## config.mk

```make
export PLATFORM = sky130hd
export DESIGN_NAME = mc_control_fsm
export DESIGN_NICKNAME = d
export VERILOG_FILES = /design/src/rtl/mc_control_fsm.sv
export SDC_FILE = /design/constraint.sdc
export NUM_CORES = 1
export LEC_CHECK = 0
export ABC_CLOCK_PERIOD_IN_PS = 2100
export CELL_PAD_IN_SITES_DETAIL_PLACEMENT = 1
export CELL_PAD_IN_SITES_GLOBAL_PLACEMENT = 1
export CORE_UTILIZATION = 25
export DETAILED_ROUTE_END_ITERATION = 7
export PLACE_DENSITY_LB_ADDON = 0.15
export SYNTH_ARGS = -nofsm -noshare
export SYNTH_HDL_FRONTEND = slang
export SYNTH_SLANG_ARGS = --single-unit
```

## constraint.sdc

```tcl
create_clock -name clk -period 2.1 [get_ports clk]
set_input_delay 0.42 -clock clk [delete_from_list [all_inputs] [get_ports clk]]
set_output_delay 0.42 -clock clk [all_outputs]
set_load 0.03 [all_outputs]
```

## src/rtl/mc_control_fsm.sv

```systemverilog
// mc_control_fsm: multi-cycle MIPS control sequencer.
// Moore FSM over fetch/decode/execute/memory/writeback; the fetch strobes
// (ir_write, pc_write) are Mealy on mem_ready so each fetch increments PC once.
// Optional build macro MC_CONTROL_PERF_EN adds cycle_count and inst_retired.
module mc_control_fsm #(
    parameter bit NOP_FAST = 1'b1
) (
    input  logic        clk,
    input  logic        reset,
    input  logic [31:0] inst,
    input  logic        mem_ready,
    input  logic        syscall_done,
    output logic        pc_write,
    output logic        pc_write_cond,
    output logic        branch_ne,
    output logic        i_or_d,
    output logic        mem_read,
    output logic        mem_write,
    output logic        ir_write,
    output logic [1:0]  reg_dst,
    output logic [1:0]  mem_to_reg,
    output logic        reg_write,
    output logic        alu_src_a,
    output logic [1:0]  alu_src_b,
    output logic [2:0]  alu_op,
    output logic [1:0]  pc_source,
    output logic        syscall_req,
    output logic        illegal,
`ifdef MC_CONTROL_PERF_EN
    output logic [3:0]  state,
    output logic [31:0] cycle_count,
    output logic [31:0] inst_retired
`else
    output logic [3:0]  state
`endif
);

    typedef enum logic [3:0] {
        FETCH    = 4'd0,  DECODE  = 4'd1,  MEMADR  = 4'd2,  MEMRD = 4'd3,
        MEMWB    = 4'd4,  MEMWR   = 4'd5,  RTYPE_EX = 4'd6, RTYPE_WB = 4'd7,
        BRANCH   = 4'd8,  JUMP    = 4'd9,  IMM_EX  = 4'd10, IMM_WB = 4'd11,
        SYSCALL  = 4'd12, JR      = 4'd13, JAL     = 4'd14, HALT = 4'd15
    } state_t;

    localparam logic [5:0] OP_SPECIAL = 6'h00, OP_J = 6'h02, OP_JAL = 6'h03,
                           OP_BEQ = 6'h04, OP_BNE = 6'h05, OP_ADDI = 6'h08,
                           OP_ADDIU = 6'h09, OP_ORI = 6'h0D, OP_LUI = 6'h0F,
                           OP_LW = 6'h23, OP_SW = 6'h2B;
    localparam logic [5:0] FN_JR = 6'h08, FN_SYSCALL = 6'h0C, FN_ADD = 6'h20,
                           FN_SUB = 6'h22, FN_AND = 6'h24, FN_OR = 6'h25,
                           FN_SLT = 6'h2A;

    state_t     curState, nxtState;
    logic       illegalReg, setIllegal;
    logic [5:0] opCode, funct;
    logic       isNop;

    assign opCode  = inst[31:26];
    assign funct   = inst[5:0];
    assign isNop   = (inst == 32'h0);
    assign state   = curState;
    assign illegal = illegalReg;

    // State register; reset returns to FETCH immediately.
    always_ff @(posedge clk or posedge reset) begin
        if (reset) curState <= FETCH;
        else       curState <= nxtState;
    end

    // Sticky undefined-instruction flag, cleared only by reset.
    always_ff @(posedge clk or posedge reset) begin
        if (reset)           illegalReg <= 1'b0;
        else if (setIllegal) illegalReg <= 1'b1;
    end

    // Next-state and control outputs; everything held at 0 while reset is high.
    always_comb begin
        nxtState      = curState;
        setIllegal    = 1'b0;
        pc_write      = 1'b0;
        pc_write_cond = 1'b0;
        branch_ne     = 1'b0;
        i_or_d        = 1'b0;
        mem_read      = 1'b0;
        mem_write     = 1'b0;
        ir_write      = 1'b0;
        reg_dst       = 2'b00;
        mem_to_reg    = 2'b00;
        reg_write     = 1'b0;
        alu_src_a     = 1'b0;
        alu_src_b     = 2'b00;
        alu_op        = 3'b000;
        pc_source     = 2'b00;
        syscall_req   = 1'b0;
        if (!reset) begin
            case (curState)
                FETCH: begin
                    mem_read  = 1'b1;
                    alu_src_b = 2'b01;
                    alu_op    = 3'b010;
                    if (mem_ready) begin
                        ir_write = 1'b1;
                        pc_write = 1'b1;
                        nxtState = DECODE;
                    end
                end
                DECODE: begin
                    alu_src_b = 2'b11;
                    alu_op    = 3'b010;
                    case (opCode)
                        OP_LW, OP_SW:                     nxtState = MEMADR;
                        OP_BEQ, OP_BNE:                   nxtState = BRANCH;
                        OP_ADDI, OP_ADDIU, OP_ORI, OP_LUI: nxtState = IMM_EX;
                        OP_J:                             nxtState = JUMP;
                        OP_JAL:                           nxtState = JAL;
                        OP_SPECIAL: begin
                            if (isNop) nxtState = NOP_FAST ? FETCH : RTYPE_EX;
                            else begin
                                case (funct)
                                    FN_JR:      nxtState = JR;
                                    FN_SYSCALL: nxtState = SYSCALL;
                                    FN_ADD, FN_SUB, FN_AND, FN_OR, FN_SLT:
                                                nxtState = RTYPE_EX;
                                    default: begin
                                        setIllegal = 1'b1;
                                        nxtState   = HALT;
                                    end
                                endcase
                            end
                        end
                        default: begin
                            setIllegal = 1'b1;
                            nxtState   = HALT;
                        end
                    endcase
                end
                MEMADR: begin
                    alu_src_a = 1'b1;
                    alu_src_b = 2'b10;
                    alu_op    = 3'b010;
                    nxtState  = (opCode == OP_LW) ? MEMRD : MEMWR;
                end
                MEMRD: begin
                    mem_read = 1'b1;
                    i_or_d   = 1'b1;
                    if (mem_ready) nxtState = MEMWB;
                end
                MEMWB: begin
                    mem_to_reg = 2'b01;
                    reg_write  = 1'b1;
                    nxtState   = FETCH;
                end
                MEMWR: begin
                    mem_write = 1'b1;
                    i_or_d    = 1'b1;
                    if (mem_ready) nxtState = FETCH;
                end
                RTYPE_EX: begin
                    alu_src_a = 1'b1;
                    case (funct)
                        FN_SUB:  alu_op = 3'b110;
                        FN_AND:  alu_op = 3'b000;
                        FN_OR:   alu_op = 3'b001;
                        FN_SLT:  alu_op = 3'b111;
                        default: alu_op = 3'b010;
                    endcase
                    nxtState = RTYPE_WB;
                end
                RTYPE_WB: begin
                    reg_dst   = 2'b01;
                    reg_write = !isNop;
                    nxtState  = FETCH;
                end
                IMM_EX: begin
                    alu_src_a = 1'b1;
                    alu_src_b = 2'b10;
                    case (opCode)
                        OP_ORI:  alu_op = 3'b001;
                        OP_LUI:  alu_op = 3'b011;
                        default: alu_op = 3'b010;
                    endcase
                    nxtState = IMM_WB;
                end
                IMM_WB: begin
                    reg_write = 1'b1;
                    nxtState  = FETCH;
                end
                BRANCH: begin
                    alu_src_a     = 1'b1;
                    alu_op        = 3'b110;
                    pc_write_cond = 1'b1;
                    pc_source     = 2'b01;
                    branch_ne     = (opCode == OP_BNE);
                    nxtState      = FETCH;
                end
                JUMP: begin
                    pc_write  = 1'b1;
                    pc_source = 2'b10;
                    nxtState  = FETCH;
                end
                JAL: begin
                    reg_dst    = 2'b10;
                    mem_to_reg = 2'b10;
                    reg_write  = 1'b1;
                    pc_write   = 1'b1;
                    pc_source  = 2'b10;
                    nxtState   = FETCH;
                end
                JR: begin
                    pc_write  = 1'b1;
                    pc_source = 2'b11;
                    nxtState  = FETCH;
                end
                SYSCALL: begin
                    syscall_req = 1'b1;
                    if (syscall_done) nxtState = FETCH;
                end
                default: nxtState = HALT;
            endcase
        end
    end

`ifdef MC_CONTROL_PERF_EN
    // Free-running cycle counter and retired-instruction counter.
    always_ff @(posedge clk or posedge reset) begin
        if (reset) begin
            cycle_count  <= 32'd0;
            inst_retired <= 32'd0;
        end else begin
            cycle_count <= cycle_count + 32'd1;
            if (nxtState == FETCH && curState != FETCH && curState != HALT)
                inst_retired <= inst_retired + 32'd1;
        end
    end
`endif

endmodule

```

**Pin map**

Pins as bars across the die edge, other pins in gray.
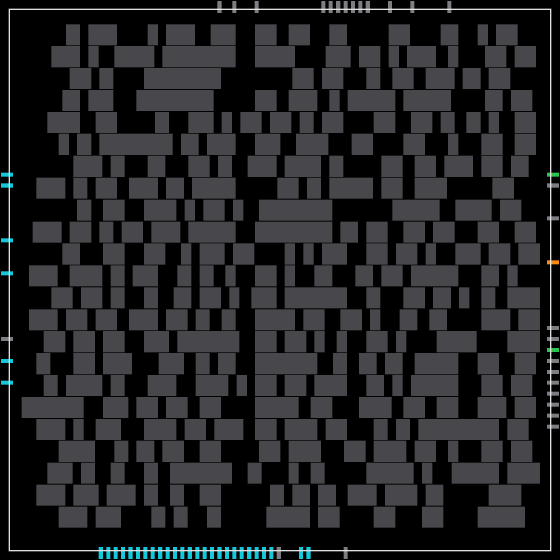
cyan -> inst  # pins 32, direction input, edge 26 bottom, 6 left
orange -> alu_src_a  # pins 1, direction output, edge right
green -> pc_source  # pins 2, direction output, edge right
all pins by edge = 28 bottom, 14 right, 13 top, 7 left
# port buffers: 61
die height: 66.99 um
horizontal die size: 66.99 um

**The clock network**

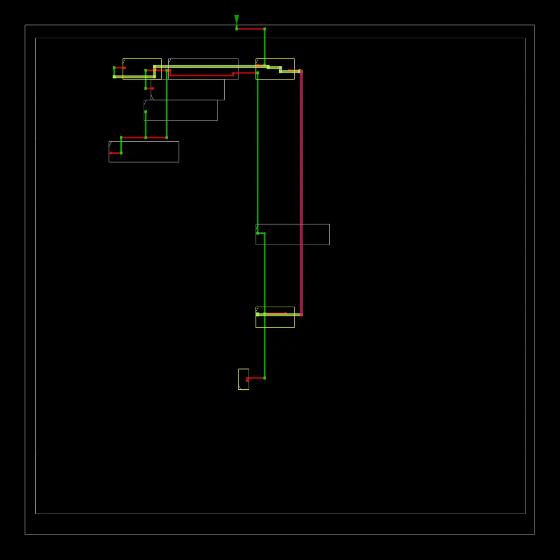
CTS sink cnt: 5
power consumed by the clock network: 0.000204 W
number of clock buffers inserted by TritonCTS: 3
number of sequential cells in the layout: 5
Worst Skew: 8.696 ps

**Placed cells, one color a class**

Fill, decap, tap and diode cells in gray.
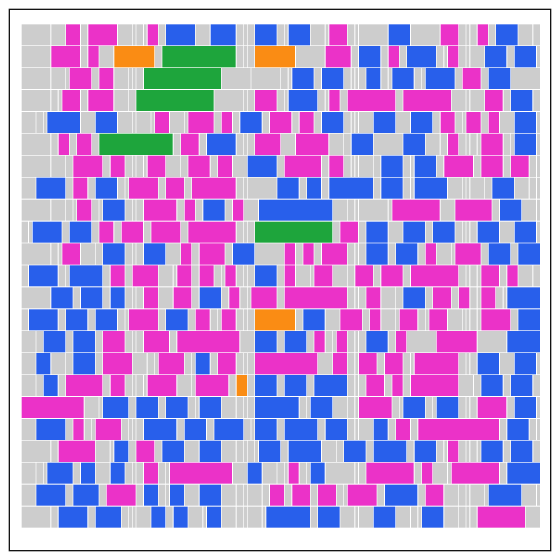
magenta -> combinational and other logic  # cells 143, share of their area 46%
blue -> remaining buffers and delay cells  # cells 140, share of their area 47%
green -> sequential cells  # cells 5, share of their area 5.3%
orange -> clock drivers and dummy loads  # cells 4, share of their area 1.8%
Site Rows: 23
final core utilization: 62.30%
Final Instance Area: 0.002510 mm^2

**Metal layers overlaid**

Only two layers are drawn.
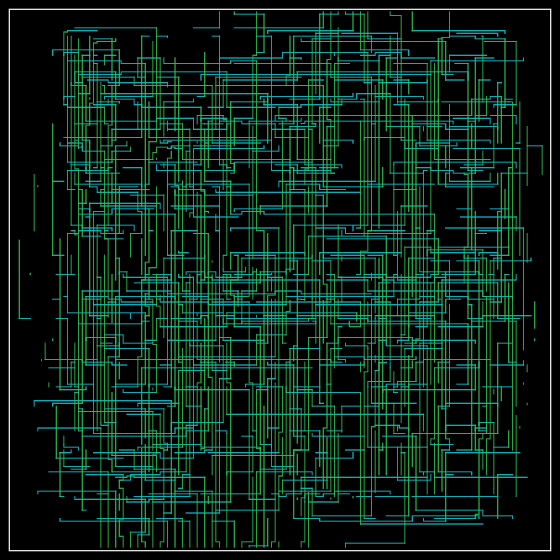
cyan -> metal 1  # wire length 3000 um
green -> metal 2  # wire length 3980 um
via total after detailed routing: 1993
Overall Global Routing Usage: 29.95%
average wire length per cell after detail routing: 22.80 um
overall routed net length: 7799 um

==> notes.md <==
Notes on the physical implementation.

- The number of buffers between clock root and the deepest sink is 2, for reference.
- In the Yosys report, the sequential cells make up 11.85% of the chip area.
- The most critical hold endpoint after final layout shows a slack of 274.4 ps.
- Signal routing reaches up to met4.
- The final max-slew violation count recorded for this run is 0.
- The number of flip-flops in the largest register is 4, for reference.
- In this build the clock could be raised as far as 449.7 MHz.
- The flow ran to the end, but the final reports show violations.
- The critical path required time is 1680 ps, for reference.
- The clock distribution area overhead in the final layout is 1.795%, for reference.
- The post-detailed-placement half-perimeter wirelength is 4402 um, for reference.
- The post-CTS hold buffer count recorded in the log is 0.
- The report lists the cells along the critical path as buf_8 > nor3_4 > buf_4 > nand4_1 > a2111oi_2 > a21oi_1 > nor2_2 > buf_6.
- The maximum number of pins on one net before global-route repair is 17, for reference.
- The post-route report lists met1 wire length as 3004 um.
- Checking max transition, the worst relative margin is 77.00%.
- The leading cell category by total area is buffers, for reference.
- The power report attributes to the combinational group a share of 84.3%.
- The area fraction in mux cells is 1.896%, for reference.
- The most frequent logic cell in the layout is buf_4, for reference.
- The critical path crosses 8 cells after its start point.
- The highest-delay cell along the critical path is a2111oi_2, for reference.
- The final worst setup slack is -123.5 ps, for reference.
- The chip occupies 0.004488 mm^2.
- The launch point of the worst register-to-register path is recorded as state[2].
- In this run the cell area of the synthesized design comes to 0.001056 mm^2.
- The sequential power reported by the tool is 0.000223 W.
- The number of multi-input logic gates is 140, for reference.
- The final timing report counts setup violations totalling 6.
- The initial antenna violation count is 0, for reference.
- The synthesized netlist was found by Yosys to have 163 cells.
- TritonCTS built the clock tree.
- Total power normalized to cell area comes to 1083 mW/mm^2.
- The global-route met3 utilization is 3.596%, for reference.
- The minimum setup slack among reg-to-reg paths is 200 ps, for reference.
- The gate-level netlist out of Yosys references 48 unique cell types.
- The instance tally after logic synthesis is 163, for reference.
- The final reports fail on negative setup slack.
- The total nets after synthesis is 199, for reference.
- Setup repair after global routing could not meet its margin everywhere.
- Of the cells placed in the final design, the portion with a size suffix greater than 1 is 59.59%.
- The routing usage on met2 is 55.18%, for reference.
- The cell-internal power is 0.001273 W, for reference.
- In the post-synthesis netlist, the cell with the most instances is nor2_1.
- The number of buffers and inverters on the critical path is 3.
- The design draws 0.002719 W.
- Per the timing report, the most critical flop-to-flop path finishes at state[1].
- In this design, the stage delay of the slowest critical-path cell is 410 ps.
- The sequential standard cell area is 128.9 um^2, for reference.
- Summed over all nets, wire length on met3 after detailed routing comes to 359 um.
- The first-pass iteration count of the detailed router is 4, for reference.
- Per the synthesis report, the AND-OR/OR-AND share of the synthesized area is 27.13%.
- Global routing put the most usage on met2.
- The placement summary gives the final routability congestion estimate as 0.8645.
- In the layout the commonest cells are buf_4 (87), nor2_1 (15), clkbuf_2 (14).
- The OpenROAD warning count is 29, for reference.
- The total leakage power is 1.092 nW, for reference.
- Endpoints failing hold in the final report were tallied at 0.
- The repair_antennas step left the layout with diodes totalling 0.
- The worst IR drop on VDD is 0.0005613 V, for reference.
- After layout the signal buffers, clock cells excluded, come to 45.36% of cell area.
- The number of enable flip-flop cells is 0, for reference.
- The largest area contributor in the netlist is dfrtp_1, for reference.
- The tap cell instance count is 50, for reference.
- Yosys attributes the largest share of cell area to dfrtp_1 (12%), nor2_1 (6.8%), nor3_1 (6.6%).
- In this run, the clock network consumes 7.5% of the power.
- Counting the inverters off the clock network in the layout gives 3.
- The first global-routing pass estimated 9825 um of wire.
Power is estimated from default activity; no workload was simulated.
